--- src/rtl/multicycle_control_if.sv ---
// Control bundle between multicycle_control (master) and the MIPS-subset datapath (slave).
interface multicycle_control_if #(
    parameter int unsigned STATE_W = 4
);
    logic [5:0]         opcode;
    logic [5:0]         funct;
    logic               zero;
    logic               pc_en;
    logic               ir_write;
    logic               mem_read;
    logic               mem_write;
    logic               reg_write;
    logic               reg_dst;
    logic               mem_to_reg;
    logic               alu_src_a;
    logic [1:0]         alu_src_b;
    logic [2:0]         alu_op;
    logic [1:0]         pc_source;
    logic               instr_done;
    logic               illegal;
    logic [STATE_W-1:0] state;

    modport master (
        input  opcode, funct, zero,
        output pc_en, ir_write, mem_read, mem_write, reg_write, reg_dst, mem_to_reg,
               alu_src_a, alu_src_b, alu_op, pc_source, instr_done, illegal, state
    );

    modport slave (
        output opcode, funct, zero,
        input  pc_en, ir_write, mem_read, mem_write, reg_write, reg_dst, mem_to_reg,
               alu_src_a, alu_src_b, alu_op, pc_source, instr_done, illegal, state
    );
endinterface

--- src/rtl/multicycle_control.sv ---
// Multicycle FSM controller for the 8-bit MIPS-subset datapath.
// Optional MC_CTRL_ILLEGAL_TRAP_EN: illegal instructions trap into HALT until reset.
module multicycle_control #(
    parameter int unsigned STATE_W = 4
) (
    input logic                 clk,
    input logic                 reset,
    multicycle_control_if.master bus
);
    localparam logic [STATE_W-1:0] FETCH    = STATE_W'(0);
    localparam logic [STATE_W-1:0] DECODE   = STATE_W'(1);
    localparam logic [STATE_W-1:0] MEM_ADDR = STATE_W'(2);
    localparam logic [STATE_W-1:0] MEM_RD   = STATE_W'(3);
    localparam logic [STATE_W-1:0] MEM_WB   = STATE_W'(4);
    localparam logic [STATE_W-1:0] MEM_WR   = STATE_W'(5);
    localparam logic [STATE_W-1:0] EXEC_R   = STATE_W'(6);
    localparam logic [STATE_W-1:0] R_WB     = STATE_W'(7);
    localparam logic [STATE_W-1:0] BRANCH   = STATE_W'(8);
    localparam logic [STATE_W-1:0] JUMP     = STATE_W'(9);
    localparam logic [STATE_W-1:0] EXEC_I   = STATE_W'(10);
    localparam logic [STATE_W-1:0] I_WB     = STATE_W'(11);
`ifdef MC_CTRL_ILLEGAL_TRAP_EN
    localparam logic [STATE_W-1:0] HALT     = STATE_W'(12);
`endif

    localparam logic [5:0] OP_RTYPE = 6'b000000;
    localparam logic [5:0] OP_ADDI  = 6'b001000;
    localparam logic [5:0] OP_LW    = 6'b100011;
    localparam logic [5:0] OP_SW    = 6'b101011;
    localparam logic [5:0] OP_BEQ   = 6'b000100;
    localparam logic [5:0] OP_J     = 6'b000010;

    localparam logic [5:0] F_ADD = 6'b100000;
    localparam logic [5:0] F_SUB = 6'b100010;
    localparam logic [5:0] F_AND = 6'b100100;
    localparam logic [5:0] F_OR  = 6'b100101;

    logic [STATE_W-1:0] state_q, state_d;
    logic [2:0]         r_alu_op;
    logic               legal;

    always_comb begin
        r_alu_op = 3'b000;
        case (bus.funct)
            F_SUB:   r_alu_op = 3'b001;
            F_AND:   r_alu_op = 3'b010;
            F_OR:    r_alu_op = 3'b011;
            default: r_alu_op = 3'b000;
        endcase
    end

    always_comb begin
        legal = 1'b0;
        case (bus.opcode)
            OP_RTYPE: legal = (bus.funct == F_ADD) || (bus.funct == F_SUB) ||
                              (bus.funct == F_AND) || (bus.funct == F_OR);
            OP_ADDI, OP_LW, OP_SW, OP_BEQ, OP_J: legal = 1'b1;
            default:  legal = 1'b0;
        endcase
    end

    always_comb begin
        state_d        = FETCH;
        bus.pc_en      = 1'b0;
        bus.ir_write   = 1'b0;
        bus.mem_read   = 1'b0;
        bus.mem_write  = 1'b0;
        bus.reg_write  = 1'b0;
        bus.reg_dst    = 1'b0;
        bus.mem_to_reg = 1'b0;
        bus.alu_src_a  = 1'b0;
        bus.alu_src_b  = 2'b00;
        bus.alu_op     = 3'b000;
        bus.pc_source  = 2'b00;
        bus.instr_done = 1'b0;
        bus.illegal    = 1'b0;

        case (state_q)
            FETCH: begin
                bus.ir_write  = 1'b1;
                bus.alu_src_b = 2'b01;
                bus.pc_en     = 1'b1;
                state_d       = DECODE;
            end
            DECODE: begin
                bus.alu_src_b = 2'b10;
                bus.illegal   = !legal;
                if (!legal) begin
`ifdef MC_CTRL_ILLEGAL_TRAP_EN
                    state_d = HALT;
`else
                    state_d = FETCH;
`endif
                end else begin
                    case (bus.opcode)
                        OP_RTYPE:     state_d = EXEC_R;
                        OP_ADDI:      state_d = EXEC_I;
                        OP_LW, OP_SW: state_d = MEM_ADDR;
                        OP_BEQ:       state_d = BRANCH;
                        default:      state_d = JUMP;
                    endcase
                end
            end
            MEM_ADDR: begin
                bus.alu_src_a = 1'b1;
                bus.alu_src_b = 2'b10;
                state_d       = (bus.opcode == OP_SW) ? MEM_WR : MEM_RD;
            end
            MEM_RD: begin
                bus.mem_read = 1'b1;
                state_d      = MEM_WB;
            end
            MEM_WB: begin
                bus.reg_write  = 1'b1;
                bus.mem_to_reg = 1'b1;
                bus.instr_done = 1'b1;
            end
            MEM_WR: begin
                bus.mem_write  = 1'b1;
                bus.instr_done = 1'b1;
            end
            EXEC_R: begin
                bus.alu_src_a = 1'b1;
                bus.alu_op    = r_alu_op;
                state_d       = R_WB;
            end
            R_WB: begin
                bus.reg_write  = 1'b1;
                bus.reg_dst    = 1'b1;
                bus.alu_op     = r_alu_op;
                bus.instr_done = 1'b1;
            end
            BRANCH: begin
                bus.alu_src_a  = 1'b1;
                bus.alu_op     = 3'b111;
                bus.pc_source  = 2'b01;
                bus.pc_en      = bus.zero;
                bus.instr_done = 1'b1;
            end
            JUMP: begin
                bus.pc_source  = 2'b10;
                bus.pc_en      = 1'b1;
                bus.instr_done = 1'b1;
            end
            EXEC_I: begin
                bus.alu_src_a = 1'b1;
                bus.alu_src_b = 2'b10;
                state_d       = I_WB;
            end
            I_WB: begin
                bus.reg_write  = 1'b1;
                bus.instr_done = 1'b1;
            end
`ifdef MC_CTRL_ILLEGAL_TRAP_EN
            HALT: state_d = HALT;
`endif
            default: state_d = FETCH;
        endcase

        // Reset silences every output immediately, not just from the next edge.
        if (reset) begin
            state_d        = FETCH;
            bus.pc_en      = 1'b0;
            bus.ir_write   = 1'b0;
            bus.mem_read   = 1'b0;
            bus.mem_write  = 1'b0;
            bus.reg_write  = 1'b0;
            bus.reg_dst    = 1'b0;
            bus.mem_to_reg = 1'b0;
            bus.alu_src_a  = 1'b0;
            bus.alu_src_b  = 2'b00;
            bus.alu_op     = 3'b000;
            bus.pc_source  = 2'b00;
            bus.instr_done = 1'b0;
            bus.illegal    = 1'b0;
        end
    end

    always_ff @(posedge clk) begin
        state_q <= state_d;
    end

    assign bus.state = state_q;
endmodule

--- src/flat_wrapper.sv ---
// flat-port wrapper written by rule: the top's interface ports become plain ports
module multicycle_control_flat 
#(
    parameter int unsigned STATE_W = 4
)
  (clk, reset, bus_opcode, bus_funct, bus_zero, bus_pc_en, bus_ir_write, bus_mem_read, bus_mem_write, bus_reg_write, bus_reg_dst, bus_mem_to_reg, bus_alu_src_a, bus_alu_src_b, bus_alu_op, bus_pc_source, bus_instr_done, bus_illegal, bus_state);
  multicycle_control_if #(.STATE_W(STATE_W)) bus_i ();
  input logic clk;
  input logic reset;
  input wire logic [$bits(bus_i.opcode)-1:0] bus_opcode;
  input wire logic [$bits(bus_i.funct)-1:0] bus_funct;
  input wire logic [$bits(bus_i.zero)-1:0] bus_zero;
  output wire logic [$bits(bus_i.pc_en)-1:0] bus_pc_en;
  output wire logic [$bits(bus_i.ir_write)-1:0] bus_ir_write;
  output wire logic [$bits(bus_i.mem_read)-1:0] bus_mem_read;
  output wire logic [$bits(bus_i.mem_write)-1:0] bus_mem_write;
  output wire logic [$bits(bus_i.reg_write)-1:0] bus_reg_write;
  output wire logic [$bits(bus_i.reg_dst)-1:0] bus_reg_dst;
  output wire logic [$bits(bus_i.mem_to_reg)-1:0] bus_mem_to_reg;
  output wire logic [$bits(bus_i.alu_src_a)-1:0] bus_alu_src_a;
  output wire logic [$bits(bus_i.alu_src_b)-1:0] bus_alu_src_b;
  output wire logic [$bits(bus_i.alu_op)-1:0] bus_alu_op;
  output wire logic [$bits(bus_i.pc_source)-1:0] bus_pc_source;
  output wire logic [$bits(bus_i.instr_done)-1:0] bus_instr_done;
  output wire logic [$bits(bus_i.illegal)-1:0] bus_illegal;
  output wire logic [$bits(bus_i.state)-1:0] bus_state;
  assign bus_i.opcode = bus_opcode;
  assign bus_i.funct = bus_funct;
  assign bus_i.zero = bus_zero;
  assign bus_pc_en = bus_i.pc_en;
  assign bus_ir_write = bus_i.ir_write;
  assign bus_mem_read = bus_i.mem_read;
  assign bus_mem_write = bus_i.mem_write;
  assign bus_reg_write = bus_i.reg_write;
  assign bus_reg_dst = bus_i.reg_dst;
  assign bus_mem_to_reg = bus_i.mem_to_reg;
  assign bus_alu_src_a = bus_i.alu_src_a;
  assign bus_alu_src_b = bus_i.alu_src_b;
  assign bus_alu_op = bus_i.alu_op;
  assign bus_pc_source = bus_i.pc_source;
  assign bus_instr_done = bus_i.instr_done;
  assign bus_illegal = bus_i.illegal;
  assign bus_state = bus_i.state;
  multicycle_control #(.STATE_W(STATE_W)) u_core (.clk(clk), .reset(reset), .bus(bus_i));
endmodule
--- config.mk ---
export PLATFORM = sky130hd
export DESIGN_NAME = multicycle_control_flat
export DESIGN_NICKNAME = d
export VERILOG_FILES = /design/src/rtl/multicycle_control_if.sv /design/src/rtl/multicycle_control.sv /design/src/flat_wrapper.sv
export SDC_FILE = /design/constraint.sdc
export NUM_CORES = 1
export LEC_CHECK = 0
export ABC_AREA = 1
export CAP_MARGIN = 20
export CORE_AREA = 5 5 45 47
export DETAILED_ROUTE_END_ITERATION = 8
export DIE_AREA = 0 0 50 52
export PLACE_DENSITY = 0.78
export SETUP_SLACK_MARGIN = 0.02
export SYNTH_ARGS = -nofsm -noshare
export SYNTH_HDL_FRONTEND = slang
export SYNTH_SLANG_ARGS = --single-unit
--- constraint.sdc ---
create_clock -name clk -period 2.75 [get_ports clk]
set_input_delay 0.6875 -clock clk [delete_from_list [all_inputs] [get_ports clk]]
set_output_delay 0.6875 -clock clk [all_outputs]
set_load 0.03 [all_outputs]
**Run 1: power grid**

Pins as bars on the die edge.
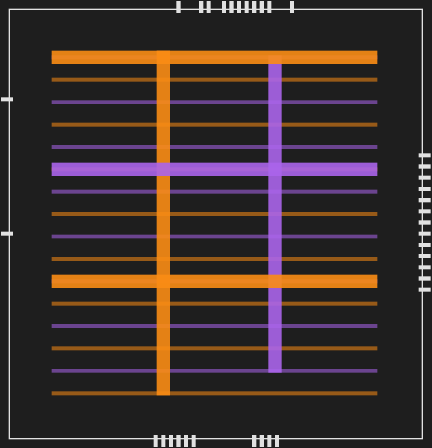
| colour | net |
|---|---|
| orange | VSS |
| purple | VDD |
met5 straps: 3
signal pins: 36
rows: 15
met4 straps: 2
met1 rails: 16
core area: 0.001614 mm^2
Die X: 50 um
die height: 52 um
maximum vdd drop: 255.3 uV

**Run 1: I/O pins on the die edge**

Pins as bars across the die edge, other pins in grey.
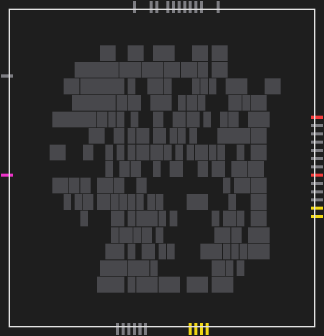
| colour | port | pins | direction | edge |
|---|---|---|---|---|
| magenta | bus_illegal | 1 | output | west |
| yellow | bus_funct | 6 | input | 4 south, 2 east |
| red | bus_pc_source | 2 | output | east |
all pins by edge: 13 east, 11 north, 10 south, 2 west
port bufs: 35

==> flow_summary.json, run 1 <==
{
  "run_status": "completed",
  "async_flop_share_pct": 0,
  "common_cells": "20 x nand2_1, 19 x nor2_1, 14 x inv_1, 8 x nor2_2, 7 x nand3_1",
  "via_per_inst": 4.860,
  "rrSetupSlack_ns": 1.60,
  "synth-edff-count": 0,
  "ys_sh_adder_pct": 0,
  "startpoint": "bus_opcode[4]",
  "pwr-share-seq_pct": 28.8,
  "wl_met2_um": 952,
  "final_nets": 157,
  "synth_top_flop_cell": "dfxtp_1",
  "hold_class": "flop to flop",
  "max_stage_delay_ns": 0.50,
  "yosys.area.top_type_share_pct": 14.41,
  "seq_cells": 4,
  "critical_path_class": "input port to primary output",
  "drive_above_1_share_pct": 28.57,
  "grt_pass1_vias": 749,
  "internal-power_mw": 0.1457,
  "postLayoutCoreUtil_pct": 55.81,
  "cp_top_family": "buffers and inverters",
  "hold_depth": 4,
  "clk_path_buf_depth": 2,
  "finalCriticalPeriod_ns": 2.610,
  "clock_sinks": 4,
  "seq_share_pct": 8.889,
  "busiest_layer": "met2",
  "largest_class": "logic gates",
  "mux_area_share_pct": 0,
  "setup-violations-final": 0,
  "setup_ws_ns": 0.1399,
  "ys_top_cells_by_area": "dfxtp_1 14%, nand2_1 14%, nor2_1 13%, inv_1 9.5%, nor2_2 9.0%",
  "topCombFamilyByArea": "simple AND/OR/NAND/NOR gates",
  "globalRouteTotalUtil_pct": 13.69,
  "critical_path_depth": 8,
  "synth-seq-cells": 4,
  "synth.most_common_cell": "nand2_1",
  "pg_clk_mw": 0.0698,
  "fp-utilization_pct": 34.42,
  "cts_tree": "yes",
  "cp_slowest_cell": "clkdlybuf4s50_1",
  "synth_area_per_cell_um2": 5.342,
  "power.total_mw": 0.2145,
  "syn_inst": 104,
  "drc": 0,
  "cap_violations": 0,
  "ant_nets": 0,
  "worstReg2RegEnd": "u_core.bus.state[1]$_SDFF_PP0_",
  "ys_cells": 104,
  "instances_no_fill": 157,
  "clock.latency.late_pin_ns": 0.23,
  "fin_area_um2": 900.9,
  "fp_nets": 119,
  "die_area_mm2": 0.002600,
  "yosys.area_share.xor_xnor_pct": 1.577,
  "r2r_start": "u_core.bus.state[2]$_SDFF_PP0_",
  "yosys.cell_types.count": 22,
  "grt_setup_unrepaired": "no",
  "bufAreaShareNonClock_pct": 35.56,
  "worst_hold_slack_ns": 0.7021,
  "tap-cell-count": 17,
  "wl_per_cell_um": 11.24,
  "grt_max_degree": 12,
  "total_leakage_power_nw": 0.4446,
  "worstSetupEndpointType": "primary output",
  "worstPathMaxFanout": 3,
  "combGateArea_um2": 384.1,
  "hold_end": "u_core.bus.state[3]$_SDFF_PP0_",
  "synth.cellmix.simpleShare_pct": 52.70,
  "cts_resized": 0,
  "warnings": 26,
  "htreeDepth": 1,
  "synth_area_um2": 555.5,
  "fillers": 163,
  "inv_count": 19
}
**Run 1: gate-type map**

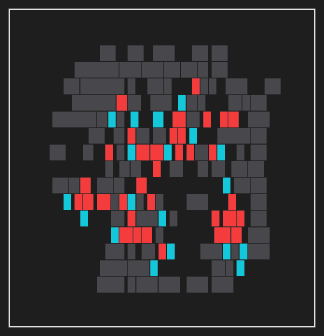
| colour | family | cells | most used |
|---|---|---|---|
| red | NAND gates | 34 | nand2_1 |
| cyan | inverters | 19 | inv_1 |

**Run 1: met1 routing**

Supply wires on this layer in grey.
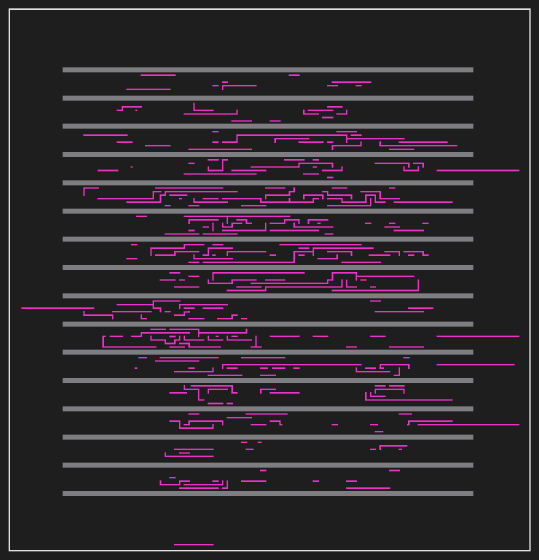
nets with wire on the layer: 136
share of all routed wire: 39%
main direction: horizontal

**Run 1: the clock network**

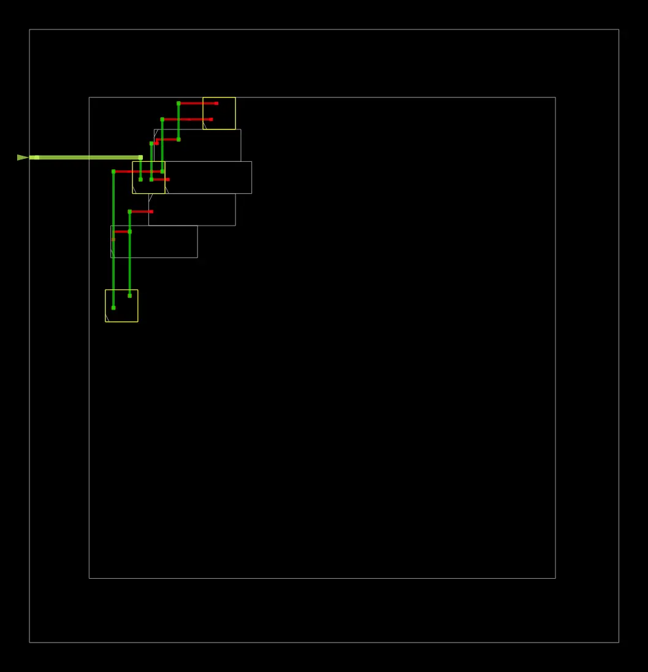

--- run 2 (diff from run 1) ---
--- a/config.mk
+++ b/config.mk
@@ -13,3 +13,2 @@
 export PLACE_DENSITY = 0.78
-export SETUP_SLACK_MARGIN = 0.02
 export SYNTH_ARGS = -nofsm -noshare
==> constraint.sdc (replaced) <==
create_clock -name clk -period 2.75 [get_ports clk]
set_input_delay 0.275 -clock clk [delete_from_list [all_inputs] [get_ports clk]]
set_output_delay 0.275 -clock clk [all_outputs]
set_load 0.03 [all_outputs]
**Run 2: the clock network**

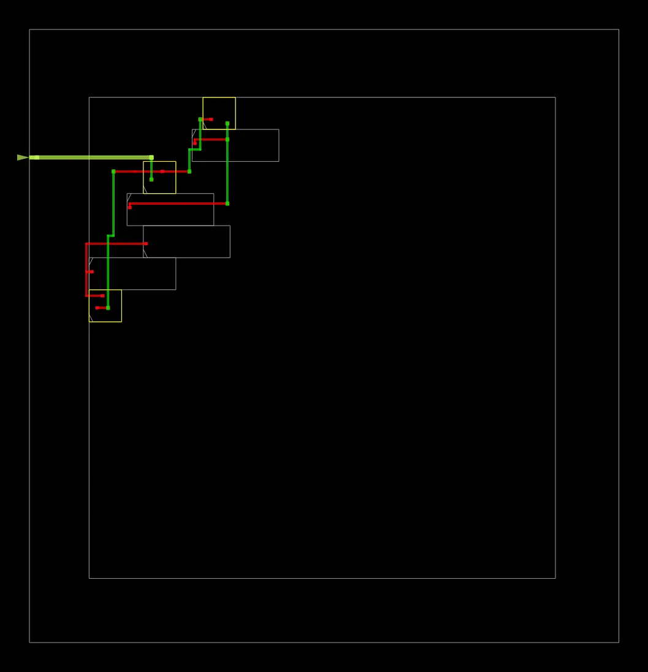
# clock sinks: 4
Worst-Skew Late Latency: 0.23 ns
clock skew: 0.004620 ns
Clk power: 0.0711 mW
total CTS buffers: 3

**Run 2: gate-type map**

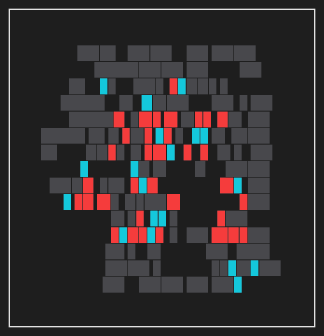
| colour | family | cells | most used |
|---|---|---|---|
| red | NAND gates | 34 | nand2_1 |
| cyan | inverters | 19 | inv_1 |

==> run 2 against run 1 <==
Compared with the run above:
- core utilization rose by 2.3 points
- non-clock buffer count is the same
- highest routed layer unchanged
- clock skew is 0.0033 ns higher
- clock power grew 2%
- synthesized area stayed put
- worst setup slack gained 0.27 ns
- maximum frequency up 12%
- largest cell class unchanged
- sequential share of layout area fell by 0.36 points
- sequential power hardly changed
- synthesized cell count did not move
==> flow_summary.json, run 2 <==
{
  "run_status": "completed",
  "synth_area_um2": 555.5,
  "cts_tree": "yes",
  "hold_end": "u_core.bus.state[3]$_SDFF_PP0_",
  "chipWidth_um": 50,
  "largest_class": "logic gates",
  "via_per_inst": 4.885,
  "grt_max_degree": 12,
  "startpoint": "bus_opcode[2]",
  "fp-utilization_pct": 34.42,
  "ant_nets": 0,
  "fin_area_um2": 938.4,
  "worst_hold_slack_ns": 0.7089,
  "setup-violations-final": 0,
  "async_flop_share_pct": 0,
  "max_stage_delay_ns": 0.70,
  "die_area_mm2": 0.002600,
  "setup_ws_ns": 0.4112,
  "final_nets": 157,
  "inv_count": 19,
  "ys_top_cells_by_area": "dfxtp_1 14%, nand2_1 14%, nor2_1 13%, inv_1 9.5%, nor2_2 9.0%",
  "cp_top_family": "buffers and inverters",
  "pwr-share-seq_pct": 28.5,
  "critical_path_class": "input port to primary output",
  "die_h_um": 52,
  "total_leakage_power_nw": 0.3942,
  "grt_setup_unrepaired": "no",
  "fp_nets": 119,
  "syn_inst": 104,
  "drc": 0,
  "rrSetupSlack_ns": 1.58,
  "port_buffers": 35,
  "worstSetupEndpointType": "primary output",
  "ys_cells": 104,
  "postLayoutCoreUtil_pct": 58.14,
  "yosys.area.top_type_share_pct": 14.41,
  "cap_violations": 0,
  "htreeDepth": 1,
  "seq_share_pct": 8.533,
  "worstPathMaxFanout": 4,
  "synth-seq-cells": 4,
  "internal-power_mw": 0.1484,
  "synth-edff-count": 0,
  "bufAreaShareNonClock_pct": 38.13
}
**Run 2: power grid**

Pins as bars on the die edge.
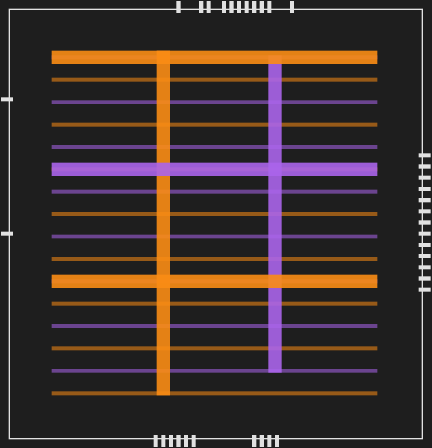
| colour | net |
|---|---|
| orange | VSS |
| purple | VDD |
met4 straps: 2
met5 straps: 3
signal pins: 36
maximum vdd drop: 200.4 uV

Power is estimated from default activity; no workload was simulated.
